===== src/rtl/hazard_scoreboard_pkg.sv =====
// +--------------------------------------------------------------------------+
// | hazard_scoreboard_pkg                                                    |
// | Shared constants and helpers for the hazard scoreboard and match finder. |
// | Revision: 1.0                                                            |
// +--------------------------------------------------------------------------+
`default_nettype none

package hazard_scoreboard_pkg;

  localparam int c_fwd_sel_rf = 0;
  localparam int c_stg_e      = 1;
  localparam int c_stg_m      = 2;
  localparam int c_stg_w      = 3;

  localparam int c_mdu_mult_cycles_def = 5;
  localparam int c_mdu_div_cycles_def  = 10;

  // All-ones Tuse encoding marks an operand that is never read.
  function automatic int tuse_none(input int width);
    return (1 << width) - 1;
  endfunction

  function automatic int max_int(input int a, input int b);
    return (a > b) ? a : b;
  endfunction

endpackage

`default_nettype wire


===== src/rtl/hazard_match.sv =====
// +--------------------------------------------------------------------------+
// | hazard_match                                                             |
// | Youngest-match priority finder over a window of scoreboard entries.      |
// | Revision: 1.0                                                            |
// +--------------------------------------------------------------------------+
`default_nettype none

module hazard_match
  import hazard_scoreboard_pkg::*;
#(
  parameter int NUM_ENT    = 3,
  parameter int BASE       = 1,
  parameter int REG_ADDR_W = 5,
  parameter int TNEW_W     = 2,
  parameter int SEL_W      = 2
) (
  input  logic [NUM_ENT-1:0]                 valid,
  input  logic [NUM_ENT-1:0][REG_ADDR_W-1:0] dest,
  input  logic [NUM_ENT-1:0][TNEW_W-1:0]     tnew,
  input  logic [REG_ADDR_W-1:0]              addr,
  output logic                               hit,
  output logic [TNEW_W-1:0]                  hit_tnew,
  output logic [SEL_W-1:0]                   sel
);

  logic [SEL_W-1:0] w_idx;

  // Scan oldest to youngest so the youngest matching entry overwrites the rest.
  always_comb begin
    hit      = 1'b0;
    hit_tnew = '0;
    w_idx    = SEL_W'(c_fwd_sel_rf);
    for (int i = NUM_ENT - 1; i >= 0; i--) begin
      if (valid[i] && (dest[i] != '0) && (dest[i] == addr)) begin
        hit      = 1'b1;
        hit_tnew = tnew[i];
        w_idx    = SEL_W'(i + BASE);
      end
    end
  end

  always_comb begin
    sel = SEL_W'(c_fwd_sel_rf);
    if (hit && (hit_tnew == '0)) begin
      sel = w_idx;
    end
  end

endmodule

`default_nettype wire


===== src/rtl/hazard_scoreboard.sv =====
// +--------------------------------------------------------------------------+
// | hazard_scoreboard                                                        |
// | In-flight destination tracker producing D stall and D/E forward selects. |
// | Optional MDU busy tracking enabled by macro HAZARD_MDU_STALL_EN.         |
// | Revision: 1.0                                                            |
// +--------------------------------------------------------------------------+
`default_nettype none

module hazard_scoreboard
  import hazard_scoreboard_pkg::*;
#(
  parameter int NUM_STAGES      = 3,
  parameter int REG_ADDR_W      = 5,
  parameter int TNEW_W          = 2,
  parameter int MDU_MULT_CYCLES = c_mdu_mult_cycles_def,
  parameter int MDU_DIV_CYCLES  = c_mdu_div_cycles_def,
  localparam int SEL_W          = $clog2(NUM_STAGES + 1)
) (
  input  logic                  clk,
  input  logic                  reset,
  input  logic                  d_valid,
  input  logic [REG_ADDR_W-1:0] d_rs_addr,
  input  logic [TNEW_W-1:0]     d_rs_tuse,
  input  logic [REG_ADDR_W-1:0] d_rt_addr,
  input  logic [TNEW_W-1:0]     d_rt_tuse,
  input  logic [REG_ADDR_W-1:0] d_dest_addr,
  input  logic [TNEW_W-1:0]     d_tnew,
  input  logic                  d_mdu_start,
  input  logic                  d_mdu_is_div,
  input  logic                  d_mdu_use,
  output logic                  stall,
  output logic [SEL_W-1:0]      fwd_d1,
  output logic [SEL_W-1:0]      fwd_d2,
  output logic [SEL_W-1:0]      fwd_e1,
  output logic [SEL_W-1:0]      fwd_e2,
  output logic                  mdu_busy
);

  localparam logic [TNEW_W-1:0] c_tuse_none = TNEW_W'(tuse_none(TNEW_W));

  // Index 0 is the E stage; index k holds stage k+1.
  logic [NUM_STAGES-1:0]                 r_valid;
  logic [NUM_STAGES-1:0][REG_ADDR_W-1:0] r_dest;
  logic [NUM_STAGES-1:0][TNEW_W-1:0]     r_tnew;
  logic [REG_ADDR_W-1:0]                 r_e_rs;
  logic [REG_ADDR_W-1:0]                 r_e_rt;

  logic              w_d1_hit, w_d2_hit, w_e1_hit, w_e2_hit;
  logic [TNEW_W-1:0] w_d1_tnew, w_d2_tnew, w_e1_tnew, w_e2_tnew;
  logic [SEL_W-1:0]  w_d1_sel, w_d2_sel, w_e1_sel, w_e2_sel;
  logic              w_haz_rs, w_haz_rt;
  logic              w_mdu_busy, w_mdu_stall;
  logic              w_stall_raw;
  logic              w_unused_e;

  hazard_match #(
    .NUM_ENT(NUM_STAGES), .BASE(c_stg_e), .REG_ADDR_W(REG_ADDR_W),
    .TNEW_W(TNEW_W), .SEL_W(SEL_W)
  ) u_match_d1 (
    .valid(r_valid), .dest(r_dest), .tnew(r_tnew), .addr(d_rs_addr),
    .hit(w_d1_hit), .hit_tnew(w_d1_tnew), .sel(w_d1_sel)
  );

  hazard_match #(
    .NUM_ENT(NUM_STAGES), .BASE(c_stg_e), .REG_ADDR_W(REG_ADDR_W),
    .TNEW_W(TNEW_W), .SEL_W(SEL_W)
  ) u_match_d2 (
    .valid(r_valid), .dest(r_dest), .tnew(r_tnew), .addr(d_rt_addr),
    .hit(w_d2_hit), .hit_tnew(w_d2_tnew), .sel(w_d2_sel)
  );

  // E-stage operands can only be fed from stages older than E itself.
  hazard_match #(
    .NUM_ENT(NUM_STAGES - 1), .BASE(c_stg_m), .REG_ADDR_W(REG_ADDR_W),
    .TNEW_W(TNEW_W), .SEL_W(SEL_W)
  ) u_match_e1 (
    .valid(r_valid[NUM_STAGES-1:1]), .dest(r_dest[NUM_STAGES-1:1]),
    .tnew(r_tnew[NUM_STAGES-1:1]), .addr(r_e_rs),
    .hit(w_e1_hit), .hit_tnew(w_e1_tnew), .sel(w_e1_sel)
  );

  hazard_match #(
    .NUM_ENT(NUM_STAGES - 1), .BASE(c_stg_m), .REG_ADDR_W(REG_ADDR_W),
    .TNEW_W(TNEW_W), .SEL_W(SEL_W)
  ) u_match_e2 (
    .valid(r_valid[NUM_STAGES-1:1]), .dest(r_dest[NUM_STAGES-1:1]),
    .tnew(r_tnew[NUM_STAGES-1:1]), .addr(r_e_rt),
    .hit(w_e2_hit), .hit_tnew(w_e2_tnew), .sel(w_e2_sel)
  );

  assign w_unused_e = ^{w_e1_hit, w_e2_hit, w_e1_tnew, w_e2_tnew};

  assign w_haz_rs = d_valid && (d_rs_addr != '0) && (d_rs_tuse != c_tuse_none)
                    && w_d1_hit && (w_d1_tnew > d_rs_tuse);
  assign w_haz_rt = d_valid && (d_rt_addr != '0) && (d_rt_tuse != c_tuse_none)
                    && w_d2_hit && (w_d2_tnew > d_rt_tuse);

`ifdef HAZARD_MDU_STALL_EN
  localparam int c_mdu_cnt_w = $clog2(max_int(MDU_MULT_CYCLES, MDU_DIV_CYCLES) + 1);

  logic [c_mdu_cnt_w-1:0] r_mdu_cnt;

  always_ff @(posedge clk) begin
    if (reset) begin
      r_mdu_cnt <= '0;
    end else if (d_mdu_start && d_valid && !w_stall_raw) begin
      r_mdu_cnt <= d_mdu_is_div ? c_mdu_cnt_w'(MDU_DIV_CYCLES)
                                : c_mdu_cnt_w'(MDU_MULT_CYCLES);
    end else if (r_mdu_cnt != '0) begin
      r_mdu_cnt <= r_mdu_cnt - c_mdu_cnt_w'(1);
    end
  end

  assign w_mdu_busy  = (r_mdu_cnt != '0);
  assign w_mdu_stall = d_valid && d_mdu_use && w_mdu_busy;
`else
  logic w_unused_mdu;

  assign w_unused_mdu = ^{d_mdu_start, d_mdu_is_div, d_mdu_use,
                          (MDU_MULT_CYCLES != 0), (MDU_DIV_CYCLES != 0)};
  assign w_mdu_busy   = 1'b0;
  assign w_mdu_stall  = 1'b0;
`endif

  assign w_stall_raw = w_haz_rs || w_haz_rt || w_mdu_stall;

  // Reset masks outputs in the same cycle it is asserted, not just after.
  assign stall    = !reset && w_stall_raw;
  assign mdu_busy = !reset && w_mdu_busy;
  assign fwd_d1   = reset ? SEL_W'(c_fwd_sel_rf) : w_d1_sel;
  assign fwd_d2   = reset ? SEL_W'(c_fwd_sel_rf) : w_d2_sel;
  assign fwd_e1   = reset ? SEL_W'(c_fwd_sel_rf) : w_e1_sel;
  assign fwd_e2   = reset ? SEL_W'(c_fwd_sel_rf) : w_e2_sel;

  always_ff @(posedge clk) begin
    if (reset) begin
      r_valid <= '0;
      r_dest  <= '0;
      r_tnew  <= '0;
      r_e_rs  <= '0;
      r_e_rt  <= '0;
    end else begin
      if (d_valid && !w_stall_raw) begin
        r_valid[0] <= 1'b1;
        r_dest[0]  <= d_dest_addr;
        r_tnew[0]  <= d_tnew;
        r_e_rs     <= d_rs_addr;
        r_e_rt     <= d_rt_addr;
      end else begin
        r_valid[0] <= 1'b0;
        r_dest[0]  <= '0;
        r_tnew[0]  <= '0;
        r_e_rs     <= '0;
        r_e_rt     <= '0;
      end
      for (int k = 1; k < NUM_STAGES; k++) begin
        r_valid[k] <= r_valid[k-1];
        r_dest[k]  <= r_dest[k-1];
        r_tnew[k]  <= (r_tnew[k-1] == '0) ? '0 : r_tnew[k-1] - TNEW_W'(1);
      end
    end
  end

endmodule

`default_nettype wire


===== config.mk =====
export PLATFORM = sky130hd
export DESIGN_NAME = hazard_scoreboard
export DESIGN_NICKNAME = d
export VERILOG_FILES = /design/src/rtl/hazard_scoreboard_pkg.sv /design/src/rtl/hazard_match.sv /design/src/rtl/hazard_scoreboard.sv
export SDC_FILE = /design/constraint.sdc
export NUM_CORES = 1
export LEC_CHECK = 0
export CAP_MARGIN = 20
export CORE_MARGIN = 2
export CORE_UTILIZATION = 35
export CTS_BUF_LIST = sky130_fd_sc_hd__clkbuf_8
export DETAILED_ROUTE_END_ITERATION = 6
export PLACE_DENSITY = 0.57
export SLEW_MARGIN = 15
export SYNTH_ARGS = -nofsm -noshare
export SYNTH_HDL_FRONTEND = slang
export SYNTH_SLANG_ARGS = --single-unit

===== constraint.sdc =====
create_clock -name clk -period 6.2 [get_ports clk]
set_input_delay 1.86 -clock clk [delete_from_list [all_inputs] [get_ports clk]]
set_output_delay 1.86 -clock clk [all_outputs]
set_load 0.01 [all_outputs]

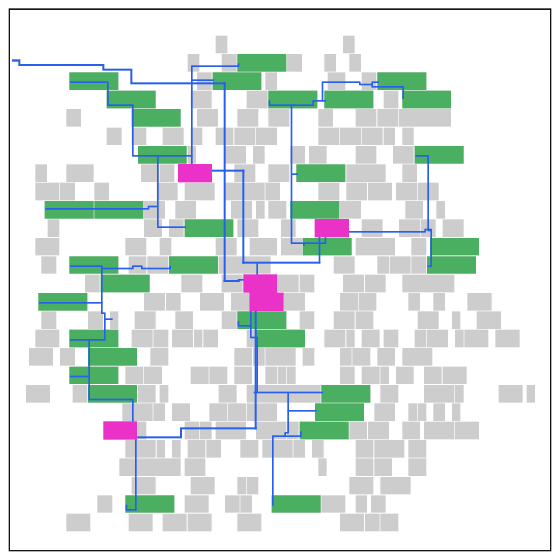
(clock wires, drivers and flops)
Green marks flip-flops, count 34. Magenta marks clock-net drivers, count 5. Blue marks clock wires, length 475 um.
There are 6 routed clock nets.
Clk pwr share: 38.7%
Clock Power: 0.197 mW

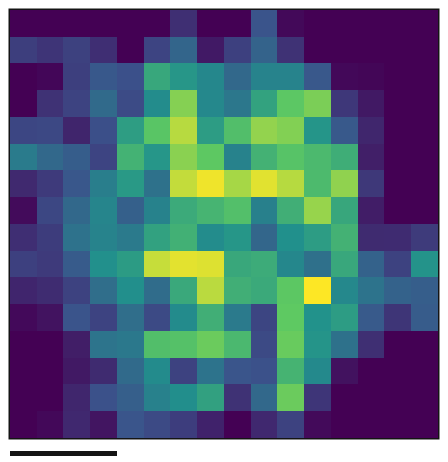
(routed metal per tile)
Scale bar: 20 um. 16 x 16 tiles, from dark purple (low) to yellow (high), scaled to the fullest tile. Values are wire area over tile area, all layers added.
The emptiest ninth of the die: upper right. The mean over all tiles is 0.12. The densest ninth of the die: centre. 27% of the tiles are over half the peak. The fullest tile reaches 0.38. 22% of the tiles are nearly empty.
wire per inst: 14.37 um
routed via count: 1692
Total GRT Usage: 17.29%

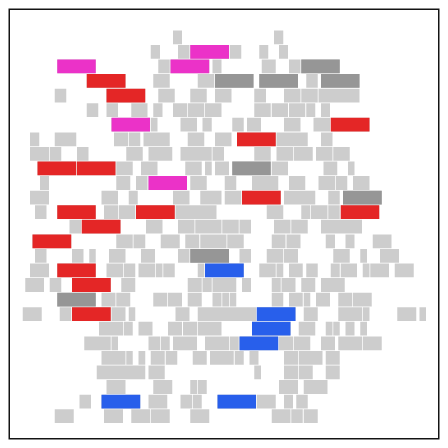
(register map, names as in the netlist)
Other sequential cells in the stronger grey, the rest of the logic in the fainter grey.
Red marks r_dest, flops 15. Magenta marks r_e_rt, flops 5. Blue marks r_tnew, flops 6, where bottom centre.
Another 8 sequential cells are not coloured.
FF+latch area: 680.7 um^2
sequential power: 0.237 mW

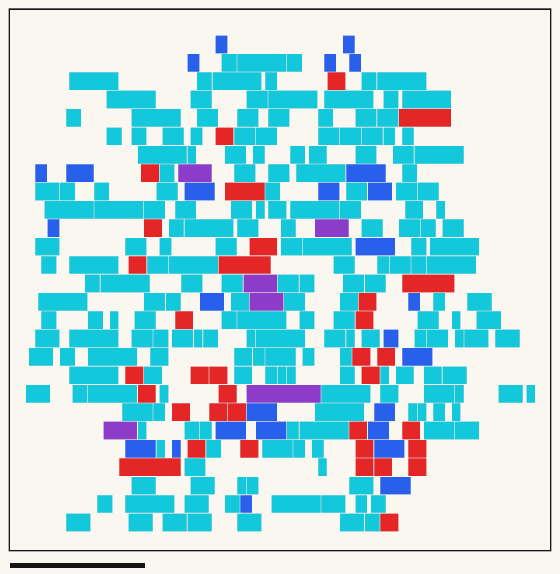
(sizing map)
Scale bar: 20 um.
Cyan marks x1 and smaller, cells 208, most used xnor2_1. Red marks x3 and x4, cells 35, most used buf_4. Blue marks x2, cells 27, most used clkbuf_2. Purple marks x6 and larger, cells 6, most used clkbuf_8.
Finished Cell Area: 0.002718 mm^2
Non-Clock Buffer Count: 60
Worst Setup Slack, final: 0.2099 ns
synth-to-layout area growth: 34.82%

==> results.toml <==
# flow metrics
[status]
status = "completed"

[drt]
route.antenna.remaining_nets = 0
wl_met2_um = 2375
initialDrtViolationCount = 55

[pwr]
switching_share_pct = 24.57
powerDensity_mw_per_mm2 = 187.4
vdd_drop_max_uv = 104.7
p_sw_mw = 0.1252

[placement]
hpwl_um = 3812

[final_timing]
max_slew_margin_pct = 58.83
tightest_slew_ns = 0.6170
final-hold-violation-count = 0
drv_slew = 0

[floorplan]
chipWidth_um = 79.89
row_count = 27

[critical_path]
critPathLaunchType = "input port"
worstPathMaxFanout = 5
path_class = "input port to output port"
crit_chain = "clkbuf_4 > xnor2_2 > nand3_2 > nor4_4 > buf_4 > nand3b_1 > a22oi_2 > inv_1 > ha_1 > a22oi_1 > o211ai_1 > nor2_1 > o31ai_2 > a21oi_1 > buf_2"
cp.arrival_ns = 4.13
r2r-end = "r_dest[3]"
crit_required_ns = 4.34
worstPathBufferInverterCount = 4

[global_routing]
grt_pass1_vias = 1677

[synthesis]
ys_async_sr_fraction_pct = 0
common_cells = "xnor2_1 (38), dfxtp_1 (34), and2_1 (17)"
synth_top_cell_by_area = "dfxtp_1"
edf_count = 0
syn_area_per_cell_um2 = 9.039

[run]
maxCapViolCount = 0

[clocking]
cts.htree.levels = 2
clk_path_buf_depth = 2

[cells_and_area]
comb_area_mm2 = 0.001319
nNetsFinal = 308
[what timing repair did]
| action | in CTS | in global routing |
|---|---|---|
| resized | 24 | 31 |
| setup buffers | 1 | 4 |
| pin swaps | 5 | 24 |
| setup endpoints to repair | 4 | 2 |
[routing by layer]
layer  track usage [%]  vias up
met2             26.58       34
met5                 0        -
met4             6.780        0
met1             23.22      792
met3             4.186        6
li1                  -      860
[sequential cells by signal (all words and copies together), names as in the netlist]
register / flops
r_valid: 3
r_e_rt: 5
r_dest: 15
r_e_rs: 5
r_tnew: 6
[cells by family (layout without fill, tap and decap cells)]
| kind of cell | Yosys count | in the layout | synth area share [%] |
|---|---|---|---|
| DFF | 34 | 34 | 33.77 |
| other | 1 | 1 | 0.1860 |
| AOI/OAI and AO/OA | 25 | 25 | 9.435 |
| buffers and inverters | 25 | 78 | 6.269 |
| xor gates and xnor gates | 50 | 50 | 21.73 |
| and+or+nand+nor | 82 | 82 | 24.89 |
| adders and majority gates | 6 | 6 | 3.724 |
[worst reg2reg max path, cell delays in order, from the launching register on]
cell	delay, ns
dfxtp_1	0.37
or4_1	0.53
nor2_1	0.27
nor3_1	0.10
buf_4	0.16
buf_4	0.14
a22oi_2	0.20
inv_1	0.06
ha_1	0.26
a22oi_1	0.13
o211ai_1	0.11
nor2_1	0.15
o31ai_2	0.10
and4b_1	0.42
and2_1	0.27
[metrics by stage]
stage               worst slack (ns)  cell area, um^2  setup TNS (ns)  hold WS [ns]  std cells
global route                -0.03524             2718        -0.03524        0.4535        348
CTS                          0.04683             2659               0        0.4271        344
floorplan                     0.3714             2016               0        0.3996        223
finish                        0.2099             2718               0        0.4212        348
detailed placement           -0.8154             2510          -1.136        0.4183        335
global placement             -0.7728             2510          -1.142        0.4128        335
[power by group through the flow]
stage          Sequential, mW  Combinational (mW)  Clock [mW]
6_report                0.237              0.0753       0.197
5_1_grt                 0.238              0.0841       0.212
4_1_cts                 0.237              0.0732       0.201
3_5_place_dp            0.242              0.0729           0
3_3_place_gp            0.241              0.0718           0
2_1_floorplan           0.236              0.0457           0
[layout by cell type (no fill, tap or decap), types with 5 or more instances in the layout]
cell and count:
a21oi_1 5, a22oi_2 5, buf_4 28, clkbuf_8 5
or4_1 6, clkdlybuf4s50_1 21, and2_1 17, nor3_1 7
dfxtp_1 34, nor2_1 6, nor2b_1 12, nand3_1 7
inv_1 11, xor2_1 12, xnor2_1 36, ha_1 5
clkbuf_2 8
[layout make-up]
cell class / instances / area share, %
multi-input cells: 164 / 48.53
flip-flops and latches: 34 / 25.05
repair buffers: 60 / 17.82
well taps: 72 / 3.315
clock buffers: 5 / 2.532
clock inverters: 3 / 1.381
inverters: 10 / 1.381
[worst max-delay path by stage]
stage	endpoint	from	cells after the start	slack [ns]
after floorplan	stall	d_rs_addr[4]	12	0.37
after CTS	stall	d_rt_addr[4]	15	0.05
after global placement	stall	d_rt_addr[0]	15	-0.77
after global routing	stall	d_rs_addr[2]	15	-0.04
final	stall	d_rs_addr[2]	15	0.21
after detailed placement	stall	d_rt_addr[0]	15	-0.82
Power and IR drop assume default switching activity.
